`config.mk`:
```
export PLATFORM = sky130hd
export DESIGN_NAME = cswap_serial_adder
export DESIGN_NICKNAME = d
export VERILOG_FILES = /design/src/rtl/cswap_pkg.sv /design/src/rtl/cswap_fa_cell.sv /design/src/rtl/cswap_serial_adder.sv
export SDC_FILE = /design/constraint.sdc
export NUM_CORES = 1
export LEC_CHECK = 0
export CAP_MARGIN = 25
export CORE_UTILIZATION = 56
export CTS_CLUSTER_DIAMETER = 50
export DETAILED_ROUTE_END_ITERATION = 10
export PLACE_DENSITY = 0.93
export SLEW_MARGIN = 20
export SYNTH_ARGS = -nofsm -noshare
export SYNTH_HDL_FRONTEND = slang
export SYNTH_SLANG_ARGS = --single-unit
export TNS_END_PERCENT = 50
```
`constraint.sdc`:
```
create_clock -name clk -period 3.95 [get_ports clk]
set_input_delay 0.79 -clock clk [delete_from_list [all_inputs] [get_ports clk]]
set_output_delay 0.79 -clock clk [all_outputs]
set_load 0.1 [all_outputs]
```
`src/rtl/cswap_pkg.sv`:
```
// Shared types for the Fredkin-cell serial adder.
// FSM state encoding, default width and the controlled-swap primitive.
package cswap_pkg;

  localparam int WIDTH_DEF = 8;

  typedef enum logic [1:0] {
    IDLE = 2'd0,
    RUN  = 2'd1,
    DONE = 2'd2
  } state_t;

  // First data output of a Fredkin gate: x passes, or y when c swaps.
  function automatic logic fredkin(
    input logic c,
    input logic x,
    input logic y
  );
    return c ? y : x;
  endfunction

endpackage

```
`src/rtl/cswap_fa_cell.sv`:
```
// Combinational full adder built from controlled-swap (Fredkin) gates.
// Ports: a, b, c (in bits); s (sum), co (carry-out).
module cswap_fa_cell
  import cswap_pkg::*;
(
  input  logic a,
  input  logic b,
  input  logic c,
  output logic s,
  output logic co
);

  logic p;

  // p = a^b : swap b with ~b under a
  assign p  = fredkin(a, b, ~b);
  // s = p^c : swap c with ~c under p
  assign s  = fredkin(p, c, ~c);
  // propagate picks c, otherwise a (== b) generates/kills
  assign co = fredkin(p, a, c);

endmodule

```
`src/rtl/cswap_serial_adder.sv`:
```
// Bit-serial adder: one Fredkin full-adder cell, WIDTH RUN cycles per op.
// Ports: clk, rst (async high), start, a, b, cin; busy, done, sum, cout.
// Option: CSWAP_SUB_EN adds input sub (a - b, cout=1 means no borrow).
module cswap_serial_adder
  import cswap_pkg::*;
#(
  parameter int WIDTH = WIDTH_DEF
) (
  input  logic             clk,
  input  logic             rst,
  input  logic             start,
  input  logic [WIDTH-1:0] a,
  input  logic [WIDTH-1:0] b,
  input  logic             cin,
`ifdef CSWAP_SUB_EN
  input  logic             sub,
`endif
  output logic             busy,
  output logic             done,
  output logic [WIDTH-1:0] sum,
  output logic             cout
);

  localparam int CW = $clog2(WIDTH) + 1;

  state_t state, nxt;

  logic [CW-1:0]    cnt;
  logic [WIDTH-1:0] a_sh;
  logic [WIDTH-1:0] b_sh;
  logic [WIDTH-1:0] s_sh;
  logic [WIDTH-1:0] s_nxt;
  logic             c_r;
  logic             fa_s;
  logic             fa_co;
  logic             accept;
  logic             last;
  logic [WIDTH-1:0] b_in;
  logic             c_in;

`ifdef CSWAP_SUB_EN
  // subtraction: a + ~b + 1
  assign b_in = sub ? ~b : b;
  assign c_in = sub ? 1'b1 : cin;
`else
  assign b_in = b;
  assign c_in = cin;
`endif

  assign accept = (state == IDLE) && start;
  assign last   = (state == RUN) && (cnt == CW'(WIDTH - 1));
  assign s_nxt  = {fa_s, s_sh[WIDTH-1:1]};

  assign busy = (state == RUN);
  assign done = (state == DONE);

  cswap_fa_cell u_fa (
    .a  (a_sh[0]),
    .b  (b_sh[0]),
    .c  (c_r),
    .s  (fa_s),
    .co (fa_co)
  );

  always_ff @(posedge clk or posedge rst) begin
    if (rst) state <= IDLE;
    else     state <= nxt;
  end

  always_comb begin
    nxt = state;
    unique case (state)
      IDLE:    if (start) nxt = RUN;
      RUN:     if (last)  nxt = DONE;
      DONE:    nxt = IDLE;
      default: nxt = IDLE;
    endcase
  end

  always_ff @(posedge clk or posedge rst) begin
    if (rst) begin
      cnt  <= '0;
      a_sh <= '0;
      b_sh <= '0;
      s_sh <= '0;
      c_r  <= 1'b0;
      sum  <= '0;
      cout <= 1'b0;
    end else if (accept) begin
      cnt  <= '0;
      a_sh <= a;
      b_sh <= b_in;
      c_r  <= c_in;
    end else if (state == RUN) begin
      cnt  <= cnt + CW'(1);
      a_sh <= a_sh >> 1;
      b_sh <= b_sh >> 1;
      c_r  <= fa_co;
      s_sh <= s_nxt;
      // results become visible only when the op completes
      if (last) begin
        sum  <= s_nxt;
        cout <= fa_co;
      end
    end
  end

endmodule

```
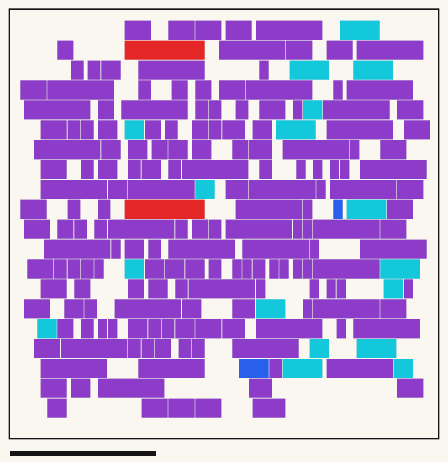
run_1/sizing.png
Bar = 20 microns.
| color | size | cells |
|---|---|---|
| purple | x1 and smaller | 177 |
| red | x6 and larger | 2 |
| cyan | x3 and x4 | 17 |
| blue | x2 | 2 |

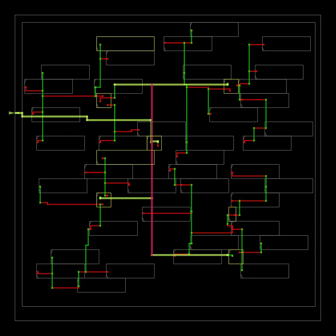
run_1/clock_nets.png
Inserted Clock Buffers: 5
skew final: 0.00941 ns

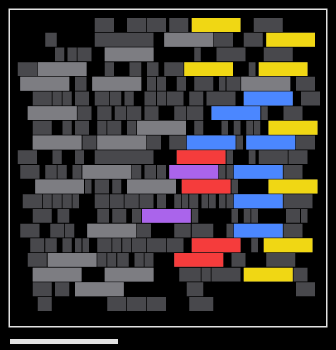
run_1/ff_map.png
Bar = 20 microns.
| color | name in the netlist | sequential cells |
|---|---|---|
| purple | `state` | 2 |
| blue | `s_sh` | 7 |
| yellow | `sum` | 8 |
| red | `cnt` | 4 |
not colored: 18

==> out/summary.json, run 1 <==
{
  "worst_setup_path": {
    "timing.rr.end": "sum[3]",
    "worstPathBufferInverterCount": 2,
    "crit-reg2reg-launch": "state[0]",
    "timing.setup.critical_path_class": "reg -> out",
    "cell_chain_critical_path": "nand2b_1 -> inv_2 -> buf_4"
  },
  "synth": {
    "netlist.top_cell.by_area": "sky130_fd_sc_hd__dfrtp_1",
    "yosys_area_sq_um": 1790,
    "synth.cell_area_sq_um": 1790,
    "yosys_register_bits": 39,
    "yosys.area.top_type_share": 0.545
  },
  "route": {
    "first_pass_iters": 4,
    "met1Wirelength_microns": 1480,
    "met3WireLength_microns": 147
  },
  "clock_network": {
    "clk_pin_slew_ns": 0.12,
    "clk-insertion-delay-late_ns": 0.35
  },
  "final_timing": {
    "sum_neg_setup_slack_ns": 0,
    "worst_slew_pin_slew_ns": 0.967,
    "finalWorstSetupSlack_ns": 0.838,
    "period_needed_ns": 3.11,
    "max_clock_freq_mhz": 321
  },
  "layout": {
    "most_common_cell_after_layout_fill_and_taps_aside": "sky130_fd_sc_hd__dfrtp_1",
    "final_util": 0.721,
    "diodes": 0
  },
  "place": {
    "post_dp_cell_area_sq_um": 2100,
    "io_buffer_count": 30,
    "finalWeightedCongestion": 0.729,
    "dp_hpwl_microns": 2490
  },
  "global_route": {
    "grt_use_met1": 0.291,
    "grt_first_pass_wirelength_microns": 6070,
    "grt_use_met2": 0.417,
    "grt_use_met3": 0.0681
  },
  "pwr": {
    "power.combinational.fraction": 0.466,
    "power_density_over_the_cells_nw_per_um2": 895
  },
  "run_status": {
    "run_status": "finished, final reports clean"
  },
  "run": {
    "openroad.warnings": 26
  }
}
-- run 1: worst max path at each step --
stage | start | to | slack (ns) | cells past startpoint
2_1_floorplan | state[1] | done | 0.99 | 3
3_3_place_gp | state[0] | busy | 1.35 | 3
3_5_place_dp | state[0] | busy | 1.24 | 3
4_1_cts | state[0] | busy | 0.84 | 3
5_1_grt | state[0] | busy | 0.66 | 3
6_report | state[0] | busy | 0.84 | 3
-- run 1: cells by family after synthesis --
family	Yosys count	share of synthesized area
and+or+nand+nor	48	0.136
AOI/OAI and AO/OA	54	0.182
DFF	39	0.545
buffers and inverters	14	0.0356
xor gates and xnor gates	2	0.00979
adders and majority gates	2	0.0126
muxes	10	0.0790
-- run 1: cell type report --
| cell class | instances | area, sq um |
|---|---|---|
| timing repair buffer | 31 | 303 |
| sequential | 39 | 976 |
| tap | 44 | 55.1 |
| multi-input combinational | 116 | 751 |
| clock inverter | 2 | 60.1 |
| clock buffer | 6 | 41.3 |
| fill | 245 | 852 |
| inverter | 4 | 15.0 |
-- run 1: registers in the layout, indices dropped and copies added, names as in the netlist --
name and cells:
sum 8, c_r 1, cout 1, a_sh 8, state 2, cnt 4
b_sh 8, s_sh 7
-- run 1: power by group through the flow --
stage               logic [mW]  clock network [mW]  registers, mW
floorplan                0.485                   0          0.957
global placement         0.889                   0          0.717
detailed placement       0.922                   0          0.733
CTS                      0.925               0.331          0.726
global route             0.985               0.347          0.753
finish                   0.917               0.326          0.726
-- run 1: worst register-to-register path, cell delays in order (launching register included) --
cell and delay [ns]:
sky130_fd_sc_hd__dfrtp_1 0.80, sky130_fd_sc_hd__nand2b_1 0.40, sky130_fd_sc_hd__inv_2 0.41, sky130_fd_sc_hd__and4_4 0.42, sky130_fd_sc_hd__mux2_4 0.32
-- run 1: cell usage after synthesis --
cell type                  number
sky130_fd_sc_hd__mux2_4         8
sky130_fd_sc_hd__a22oi_1       15
sky130_fd_sc_hd__maj3_1         1
sky130_fd_sc_hd__o311ai_0       1
sky130_fd_sc_hd__a21oi_1       15
sky130_fd_sc_hd__inv_2          1
sky130_fd_sc_hd__o21ai_1        1
sky130_fd_sc_hd__and2b_1        5
sky130_fd_sc_hd__xor2_1         1
sky130_fd_sc_hd__mux2i_1        1
sky130_fd_sc_hd__nand2b_1       1
sky130_fd_sc_hd__ha_1           1
sky130_fd_sc_hd__o21bai_1       1
sky130_fd_sc_hd__buf_6          1
sky130_fd_sc_hd__a41oi_1        1
sky130_fd_sc_hd__mux2_2         1
sky130_fd_sc_hd__and4_4         1
sky130_fd_sc_hd__buf_2          3
sky130_fd_sc_hd__clkbuf_1       6
sky130_fd_sc_hd__nor2_1         1
sky130_fd_sc_hd__o21ai_0       18
sky130_fd_sc_hd__nor2b_1       13
sky130_fd_sc_hd__a22o_1         2
sky130_fd_sc_hd__dfrtp_1       39
sky130_fd_sc_hd__inv_1          3
sky130_fd_sc_hd__nand2_1       25
sky130_fd_sc_hd__nand3_1        2
sky130_fd_sc_hd__xnor2_1        1
-- run 1: metrics by stage --
stage	hold slack [ns]	cells
2_1_floorplan	0.446	169
3_3_place_gp	0.470	234
3_5_place_dp	0.476	234
4_1_cts	0.504	242
5_1_grt	0.530	242
6_report	0.497	242
==> run 2: changes to the inputs <==
--- a/config.mk
+++ b/config.mk
@@ -6,10 +6,10 @@
 export NUM_CORES = 1
 export LEC_CHECK = 0
 export CAP_MARGIN = 25
-export CORE_UTILIZATION = 56
+export CORE_UTILIZATION = 52
 export CTS_CLUSTER_DIAMETER = 50
 export DETAILED_ROUTE_END_ITERATION = 10
-export PLACE_DENSITY = 0.93
+export PLACE_DENSITY = 0.88
 export SLEW_MARGIN = 20
 export SYNTH_ARGS = -nofsm -noshare
 export SYNTH_HDL_FRONTEND = slang
==> constraint.sdc (replaced) <==
create_clock -name clk -period 3.05 [get_ports clk]
set_input_delay 0.61 -clock clk [delete_from_list [all_inputs] [get_ports clk]]
set_output_delay 0.61 -clock clk [all_outputs]
set_load 0.1 [all_outputs]
==> out/summary.json, run 2 <==
{
  "place": {
    "dp_hpwl_microns": 2510,
    "finalWeightedCongestion": 0.714,
    "post_dp_cell_area_sq_um": 2110
  },
  "synth": {
    "ys_async_sr_fraction": 1.00,
    "netlist.top_cell.by_area": "sky130_fd_sc_hd__dfrtp_1",
    "synth.cell_area_sq_um": 1790,
    "yosys.area.top_type_share": 0.545,
    "yosys_register_bits": 39,
    "top_cells_by_count": "sky130_fd_sc_hd__dfrtp_1, sky130_fd_sc_hd__nand2_1, sky130_fd_sc_hd__o21ai_0"
  },
  "global_route": {
    "grt_use_met2": 0.403,
    "grt_first_pass_wirelength_microns": 6220
  },
  "clock_network": {
    "clk-insertion-delay-late_ns": 0.34,
    "cts-buffers-inserted": 5
  },
  "worst_setup_path": {
    "timing.setup.critical_path_class": "reg -> out",
    "timing.rr.end": "sum[0]",
    "cell_chain_critical_path": "nand2b_1 -> inv_2 -> buf_12"
  },
  "run": {
    "openroad.warnings": 26
  },
  "final_timing": {
    "worst_slew_pin_slew_ns": 0.576,
    "period_needed_ns": 2.09,
    "fin_worst_skew_ns": 0.00445
  },
  "layout": {
    "combGateArea_sq_um": 751,
    "finish.cell_count_without_fillers": 244,
    "fillerInstances": 267,
    "reg.largest.list": "a_sh (8), b_sh (8), sum (8)"
  },
  "run_status": {
    "run_status": "finished, final reports clean"
  },
  "route": {
    "first_pass_iters": 4
  }
}
==> run 2: final cells by class <==
class / instances / share of cell area
inverter: 4 / 0.00692
clock buffer: 6 / 0.0237
timing repair buffer: 34 / 0.145
multi-input combinational: 116 / 0.346
clock inverter: 1 / 0.00231
sequential: 39 / 0.450
tap: 44 / 0.0254
==> run 2: cells by family (layout without fill, tap and decap cells) <==
group | count (synthesis) | count (layout) | synth area share
simple gates | 48 | 48 | 0.136
flops | 39 | 39 | 0.545
xor+xnor | 2 | 2 | 0.00979
buf+inv | 14 | 45 | 0.0356
compound gates | 54 | 54 | 0.182
mux | 10 | 10 | 0.0790
fa+ha+maj | 2 | 2 | 0.0126
==> run 2: worst max-delay path: cells and delay by family (launching register included) <==
family / cells / cell delay [ns]
DFF: 1 / 0.39
buffers and inverters: 2 / 0.57
and+or+nand+nor: 1 / 0.17
==> run 2: routing by layer <==
metal  wire (microns)  up-vias  part of all wire
met3              186        4             0.052
li1                 -      653                 -
met1             1520      678              0.42
met2             1850       50              0.52
met5                0        -                 0
met4               37        0             0.010
==> run 2: worst max path at each step <==
stage,startpoint,end
3_3_place_gp,start,a_sh[4]
2_1_floorplan,state[1],done
6_report,state[1],busy
5_1_grt,start,b_sh[4]
3_5_place_dp,start,a_sh[7]
4_1_cts,state[1],busy
==> run 2: power by group through the flow <==
| stage | Combinational [mW] | Sequential, mW | Clock [mW] |
|---|---|---|---|
| after floorplan | 0.628 | 1.24 | 0 |
| after global placement | 1.24 | 0.878 | 0 |
| after detailed placement | 1.29 | 0.895 | 0 |
| after CTS | 1.30 | 0.885 | 0.274 |
| after global routing | 1.39 | 0.914 | 0.297 |
| final | 1.28 | 0.886 | 0.267 |
==> run 2: through the flow <==
stage                     utilization  hold WS (ns)
after floorplan                     -         0.446
after global placement          0.670         0.458
after detailed placement        0.670         0.472
after CTS                       0.688         0.498
after global routing            0.688         0.532
final                           0.688         0.501
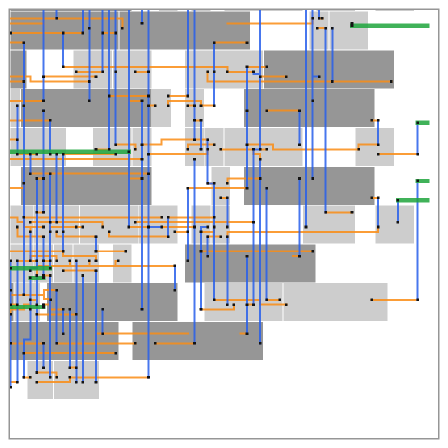
run_2/closeup.png
Window x 31 to 61, y 0 to 30 microns. Cells in gray, sequential cells in the stronger gray; small squares are vias.
| color | layer |
|---|---|
| green | M3 |
| blue | M2 |
| orange | M1 |
netlist names of flops here include: `cnt` (3), `s_sh` (3), `sum` (3)
cells with their middle in the window: 44
sequential cells in the window: 11
most frequent: dfrtp_1 (11), nand2_1 (9), buf_4 (6)

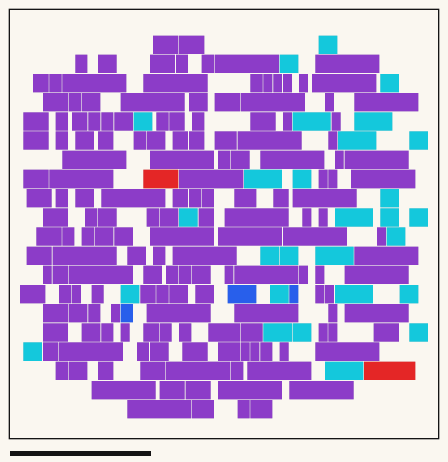
run_2/sizing.png
Bar = 20 microns.
| color | size | cells |
|---|---|---|
| blue | x2 | 3 |
| cyan | x3 and x4 | 28 |
| purple | x1 and smaller | 167 |
| red | x6 and larger | 2 |
non-clock buffer instance count of the final layout: 34
area added between synthesis and finish: 21.1%
minimum setup slack in the final design: 0.959 ns
Layout Cell Area excl Fill: 2170 sq um

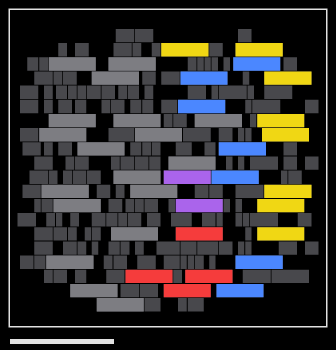
run_2/ff_map.png
Bar = 20 microns.
| color | name in the netlist | sequential cells |
|---|---|---|
| blue | `s_sh` | 7 |
| purple | `state` | 2 |
| red | `cnt` | 4 |
| yellow | `sum` | 8 |
not colored: 18
flip-flop and latch share of the layout cell area: 0.450
sequential power: 0.886 mW
register area: 976 sq um
final core utilization: 0.688

Power figures rest on the tool's default switching activity, not on a simulated workload.
